==> config.mk <==
export PLATFORM = sky130hd
export DESIGN_NAME = keychain_host
export DESIGN_NICKNAME = d
export VERILOG_FILES = /design/src/rtl/keychain_pkg.sv /design/src/rtl/uart_byte_rx.sv /design/src/rtl/keychain_host.sv
export SDC_FILE = /design/constraint.sdc
export NUM_CORES = 1
export LEC_CHECK = 0
export CAP_MARGIN = 20
export CELL_PAD_IN_SITES_DETAIL_PLACEMENT = 0
export CELL_PAD_IN_SITES_GLOBAL_PLACEMENT = 2
export CORE_MARGIN = 2
export CORE_UTILIZATION = 35
export CTS_BUF_LIST = sky130_fd_sc_hd__clkbuf_16
export DETAILED_ROUTE_END_ITERATION = 7
export PLACE_DENSITY = 0.87
export SKIP_LAST_GASP = 1
export SYNTH_ARGS = -nofsm -noshare
export SYNTH_HDL_FRONTEND = slang
export SYNTH_SLANG_ARGS = --single-unit
==> constraint.sdc <==
create_clock -name clk_in -period 5.7 [get_ports clk_in]
set_clock_uncertainty 0.15 [all_clocks]
set_input_delay 1.14 -clock clk_in [delete_from_list [all_inputs] [get_ports clk_in]]
set_output_delay 1.14 -clock clk_in [all_outputs]
set_load 0.01 [all_outputs]
==> src/rtl/keychain_pkg.sv <==
// keychain_pkg: shared FSM state type and frame/bit-timing helpers for keychain_host.
package keychain_pkg;
  typedef enum logic [1:0] {IDLE, SEND, RECV, DONE} state_e;
  function automatic int clks_per_bit(input int clk_hz, input int baud_rate);
    return clk_hz / baud_rate;
  endfunction
  function automatic int frame_bytes(input int msg_bytes, input int key_bytes);
    return msg_bytes + 2 * key_bytes;
  endfunction
endpackage

==> src/rtl/uart_byte_rx.sv <==
// uart_byte_rx: 8N1 receiver with synchronizer, false-start rejection and mid-bit sampling.
module uart_byte_rx #(
  parameter int CPB = 10
) (
  input  logic       clk_in,
  input  logic       rst_in,
  input  logic       en_i,
  input  logic       rx_i,
  output logic       valid_o,
  output logic       err_o,
  output logic [7:0] data_o
);
  localparam int CW = $clog2(CPB + 1);
  localparam logic [1:0] R_IDLE = 2'd0, R_START = 2'd1, R_DATA = 2'd2, R_STOP = 2'd3;
  logic sync1_q, sync2_q, prev_q, fall, half, full;
  logic [1:0] st_q, st_d;
  logic [CW-1:0] cnt_q, cnt_d;
  logic [2:0] bit_q, bit_d;
  logic [7:0] data_q, data_d;
  always_comb begin
    fall = en_i && prev_q && !sync2_q;
    half = cnt_q == CW'(CPB / 2 - 1);
    full = cnt_q == CW'(CPB - 1);
    st_d = st_q;
    cnt_d = cnt_q + CW'(1);
    bit_d = bit_q;
    data_d = data_q;
    if (st_q == R_IDLE) begin
      cnt_d = '0;
      st_d = fall ? R_START : R_IDLE;
    end else if (st_q == R_START) begin
      if (half) begin
        cnt_d = '0;
        bit_d = '0;
        st_d = sync2_q ? R_IDLE : R_DATA;
      end
    end else if (st_q == R_DATA) begin
      if (full) begin
        cnt_d = '0;
        data_d = {sync2_q, data_q[7:1]};
        bit_d = bit_q + 3'd1;
        st_d = (bit_q == 3'd7) ? R_STOP : R_DATA;
      end
    end else if (full) begin
      cnt_d = '0;
      st_d = R_IDLE;
    end
  end
  assign valid_o = st_q == R_STOP && full && sync2_q;
  assign err_o = st_q == R_STOP && full && !sync2_q;
  assign data_o = data_q;
  always_ff @(posedge clk_in) begin
    if (!rst_in) begin
      sync1_q <= 1'b1;
      sync2_q <= 1'b1;
      prev_q <= 1'b1;
    end else begin
      sync1_q <= rx_i;
      sync2_q <= sync1_q;
      prev_q <= sync2_q;
    end
  end
  // Leaving the receive window abandons any byte in flight.
  always_ff @(posedge clk_in) begin
    if (!rst_in || !en_i) begin
      st_q <= R_IDLE;
      cnt_q <= '0;
      bit_q <= '0;
      data_q <= '0;
    end else begin
      st_q <= st_d;
      cnt_q <= cnt_d;
      bit_q <= bit_d;
      data_q <= data_d;
    end
  end
endmodule

==> src/rtl/keychain_host.sv <==
// keychain_host: sends message/exponent/modulus over UART and collects the result with timeout.
module keychain_host
  import keychain_pkg::*;
#(
  parameter int KEY_BYTES    = 4,
  parameter int MSG_BYTES    = 2,
  parameter int BAUD_RATE    = 115_200,
  parameter int CLK_HZ       = 100_000_000,
  parameter int TIMEOUT_BITS = 40
) (
  input  logic                   clk_in,
  input  logic                   rst_in,
  input  logic                   start_in,
  input  logic [8*MSG_BYTES-1:0] message_in,
  input  logic [8*KEY_BYTES-1:0] exponent_in,
  input  logic [8*KEY_BYTES-1:0] modulus_in,
  output logic                   busy_out,
  output logic                   valid_out,
  output logic                   error_out,
  output logic [8*KEY_BYTES-1:0] result_out,
  output logic                   tx_wire_out,
  input  logic                   rx_wire_in
);
  localparam int CPB = clks_per_bit(CLK_HZ, BAUD_RATE);
  localparam int N = frame_bytes(MSG_BYTES, KEY_BYTES);
  localparam int FW = 8 * N;
  localparam int KW = 8 * KEY_BYTES;
  localparam int TO = TIMEOUT_BITS * CPB;
  localparam int CW = $clog2(CPB + 1);
  localparam int BW = $clog2(N + 1);
  localparam int TW = $clog2(TO + 1);
  state_e state_q, state_d;
  logic [FW-1:0] frame_q, frame_d;
  logic [KW-1:0] shift_q, shift_d, result_q, result_d;
  logic [CW-1:0] cnt_q, cnt_d;
  logic [3:0] bit_q, bit_d;
  logic [BW-1:0] byte_q, byte_d;
  logic [TW-1:0] to_q, to_d;
  logic valid_q, valid_d, err_q, err_d, tx_q, tx_d;
  logic [7:0] cur_byte, rx_data;
  logic [2:0] cur_bit;
  logic rx_valid, rx_err;
  uart_byte_rx #(.CPB(CPB)) u_rx (
    .clk_in  (clk_in),
    .rst_in  (rst_in),
    .en_i    (state_q == RECV),
    .rx_i    (rx_wire_in),
    .valid_o (rx_valid),
    .err_o   (rx_err),
    .data_o  (rx_data)
  );
  always_comb begin
    state_d = state_q;
    frame_d = frame_q;
    shift_d = shift_q;
    result_d = result_q;
    cnt_d = cnt_q;
    bit_d = bit_q;
    byte_d = byte_q;
    to_d = to_q;
    valid_d = 1'b0;
    err_d = 1'b0;
    if (state_q == IDLE) begin
      if (start_in) begin
        state_d = SEND;
        frame_d = {message_in, exponent_in, modulus_in};
        cnt_d = '0;
        bit_d = '0;
        byte_d = '0;
      end
    end else if (state_q == SEND) begin
      cnt_d = cnt_q + CW'(1);
      if (cnt_q == CW'(CPB - 1)) begin
        cnt_d = '0;
        bit_d = bit_q + 4'd1;
        if (bit_q == 4'd9) begin
          bit_d = '0;
          frame_d = frame_q << 8;
          byte_d = byte_q + BW'(1);
          if (byte_q == BW'(N - 1)) begin
            state_d = RECV;
            byte_d = '0;
            to_d = '0;
            shift_d = '0;
          end
        end
      end
    end else if (state_q == RECV) begin
      to_d = to_q + TW'(1);
      if (rx_valid) begin
        to_d = '0;
        shift_d = KW'({shift_q, rx_data});
        byte_d = byte_q + BW'(1);
        if (byte_q == BW'(KEY_BYTES - 1)) begin
          state_d = DONE;
          valid_d = 1'b1;
          result_d = KW'({shift_q, rx_data});
        end
      end else if (rx_err || to_q == TW'(TO - 1)) begin
        state_d = IDLE;
        err_d = 1'b1;
        shift_d = '0;
        byte_d = '0;
      end
    end else begin
      state_d = IDLE;
      shift_d = '0;
      byte_d = '0;
    end
    // Line level is derived from next state so it changes on the same edge as the FSM.
    cur_byte = frame_d[FW-1 -: 8];
    cur_bit = 3'(bit_d - 4'd1);
    tx_d = state_d != SEND || bit_d == 4'd9 || (bit_d != 4'd0 && cur_byte[cur_bit]);
  end
  always_ff @(posedge clk_in) begin
    if (!rst_in) begin
      state_q <= IDLE;
      frame_q <= '0;
      shift_q <= '0;
      result_q <= '0;
      cnt_q <= '0;
      bit_q <= '0;
      byte_q <= '0;
      to_q <= '0;
      valid_q <= 1'b0;
      err_q <= 1'b0;
      tx_q <= 1'b1;
    end else begin
      state_q <= state_d;
      frame_q <= frame_d;
      shift_q <= shift_d;
      result_q <= result_d;
      cnt_q <= cnt_d;
      bit_q <= bit_d;
      byte_q <= byte_d;
      to_q <= to_d;
      valid_q <= valid_d;
      err_q <= err_d;
      tx_q <= tx_d;
    end
  end
  assign busy_out = state_q != IDLE;
  assign valid_out = valid_q;
  assign error_out = err_q;
  assign result_out = result_q;
  assign tx_wire_out = tx_q;
endmodule

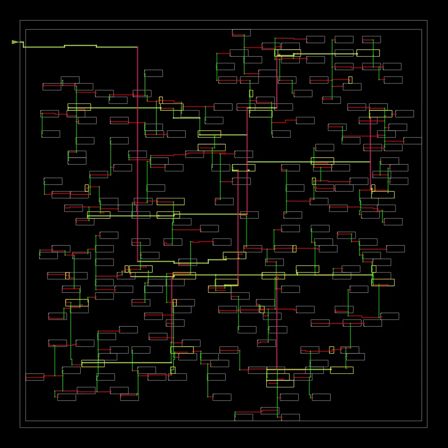
(images/clocks.png)
Seq cells: 201
clkbuf count: 25
Latency at later pin: 0.51 ns

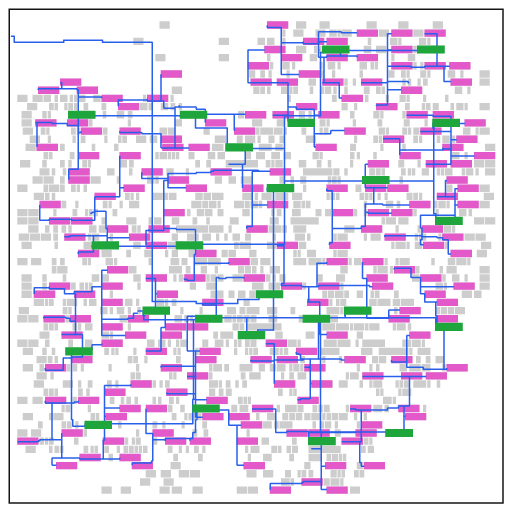
(images/clk_routes.png)
Drawn at 3 px/um.
[blue] clock wires | length: 2,860 um
[magenta] flip-flops | count: 201
[green] clock drivers | count: 24
flops lie: widely spread
clock share of power: 0.462
clk pwr: 1.51 mW

==> GITHUB_STEP_SUMMARY <==
### Metrics collected by this job

| Metric | Value |
|---|---|
| Via count | `about 7,500` |
| Fin crit share | `0.7096` |
| Tmin final | `4.045 ns` |
| CP Data Required Time | `approximately 6 ns` |
| Arr. time, crit path | `4.28 ns` |
| H-Tree Depth | `1` |
| Synth top area cells | `dfxtp_1 45%, nand2_1 7.2%, nor2_1 6.5%` |
| Ports | `~120` |
| Critical path's slowest cell | `clkdlybuf4s50_1` |
| Critical-path cell list | `clkdlybuf4s50_1, nand2_2, nand2_1, mux2i_2, inv_1, ha_1, xor2_1, o211ai_1, o2111ai_1, or4_1` |
| First-pass GRT wire length | `~38,000 um` |
| Post-synth top flop | `dfxtp_1` |
| Crit path to | `tx_wire_out` |
| Yosys reg bits | `about 200` |
| Sum Neg Setup Slack | `0 ns` |
| Final hold viol count | `0` |
| Die Area | `between 20,000 and 30,000 um^2` |
| Basic Gates by Area | `0.2748` |
| Cell family with most CP delay | `simple AND/OR/NAND/NOR gates` |
| Share of layout cells above drive strength 1 | `0.06109` |
| Slew HR | `0.2696` |
| TritonCTS buffer count | `24` |
| Mux frac, synth | `0.02817` |
| Worst hold stages | `1` |
| Netlist cell types | `75` |
| Max incr delay on CP | `~0.7 ns` |
| Xor+xnor area frac | `0.02342` |
| Combinational Power Share | `0.082` |
| Seq group | `1.49 mW` |
| GRT Util Overall | `0.1714` |
| Worst Setup Start Kind | `input port` |
| Clock buffer depth | `3` |
| Core area | `roughly 25,000 um^2` |
| Logic area | `roughly 4600 um^2` |
| Mapped cell area | `about 9000 um^2` |
| Hold Crit Class | `reg -> reg` |
| CTS root buf | `clkbuf_16` |
| # Cells Yosys | `1,090` |
| Largest net degree at the start of global routing | `91` |
| Status | `finished clean` |
| Total Wirelength | `about 23,000 um` |
| Worst-path clk slew | `0.06 ns` |
| Leakage | `4.086 nW` |
| Top Consumer | `the clock network` |
| PwrDens | `a little under 300 nW/um^2` |
| Post-CTS Setup Bufs | `0` |
| Reg2Reg Depth | `11` |
| Reg2Reg Setup Slack | `2.06 ns` |
through the flow:
stage	worst slack (ns)	instance area, um^2	hold WS, ns	total power, mW	utilization
3_3_place_gp	1.198	10340	0.2418	1.788	0.4105
5_1_grt	1.435	11160	0.3089	3.413	0.4432
4_1_cts	1.621	11150	0.2715	3.313	0.4429
2_1_floorplan	2.425	8974	0.2363	1.678	-
6_report	1.655	11160	0.2670	3.266	0.4432
3_5_place_dp	1.106	10380	0.2527	1.791	0.4121
area by class of cell:
class,instances,share of cell area
flip-flops and latches,201,0.3605
repair buffers,128,0.1147
multi-input cells,806,0.4124
clock buffers,25,0.05605
inverters,17,0.005717
well taps,330,0.03700
clock inverters,18,0.01357
routing by layer:
metal,part of all wire,GRT usage,vias up
met4,0.017,0.04705,0
li1,-,-,3869
met1,0.47,0.2287,3481
met2,0.46,0.2790,147
met5,0,0,-
met3,0.054,0.03737,25
cells in the mapped netlist (3+ instances only):
cell type	count
a21boi_0	59
dfxtp_1	201
xor2_1	13
clkbuf_1	57
buf_6	3
buf_2	4
and2_1	36
and3_1	4
mux2_2	7
mux2i_1	16
nor3b_1	5
nand4_1	14
nor3_1	49
nor2_1	155
nand3b_1	3
o21ai_0	93
nand2_1	173
nand2b_1	7
or3b_1	3
o211ai_1	4
ha_1	21
nand3_1	21
or3_1	8
inv_1	17
a21oi_1	14
a211oi_1	4
nor2b_1	13
xnor2_1	11
a22oi_1	19
layout by cell type, fill, tap and decap left out, types with 14 or more instances in the layout:
master / count
nand4_1: 14
clkdlybuf4s50_1: 118
o21ai_0: 93
and2_1: 36
inv_1: 23
mux2i_1: 16
ha_1: 21
nand2_1: 172
nor2_1: 155
a22oi_1: 19
nor3_1: 49
a21boi_0: 59
a21oi_1: 14
clkbuf_16: 25
dfxtp_1: 201
nand3_1: 21
No activity file was given, so power comes from the tool's default toggle rates.
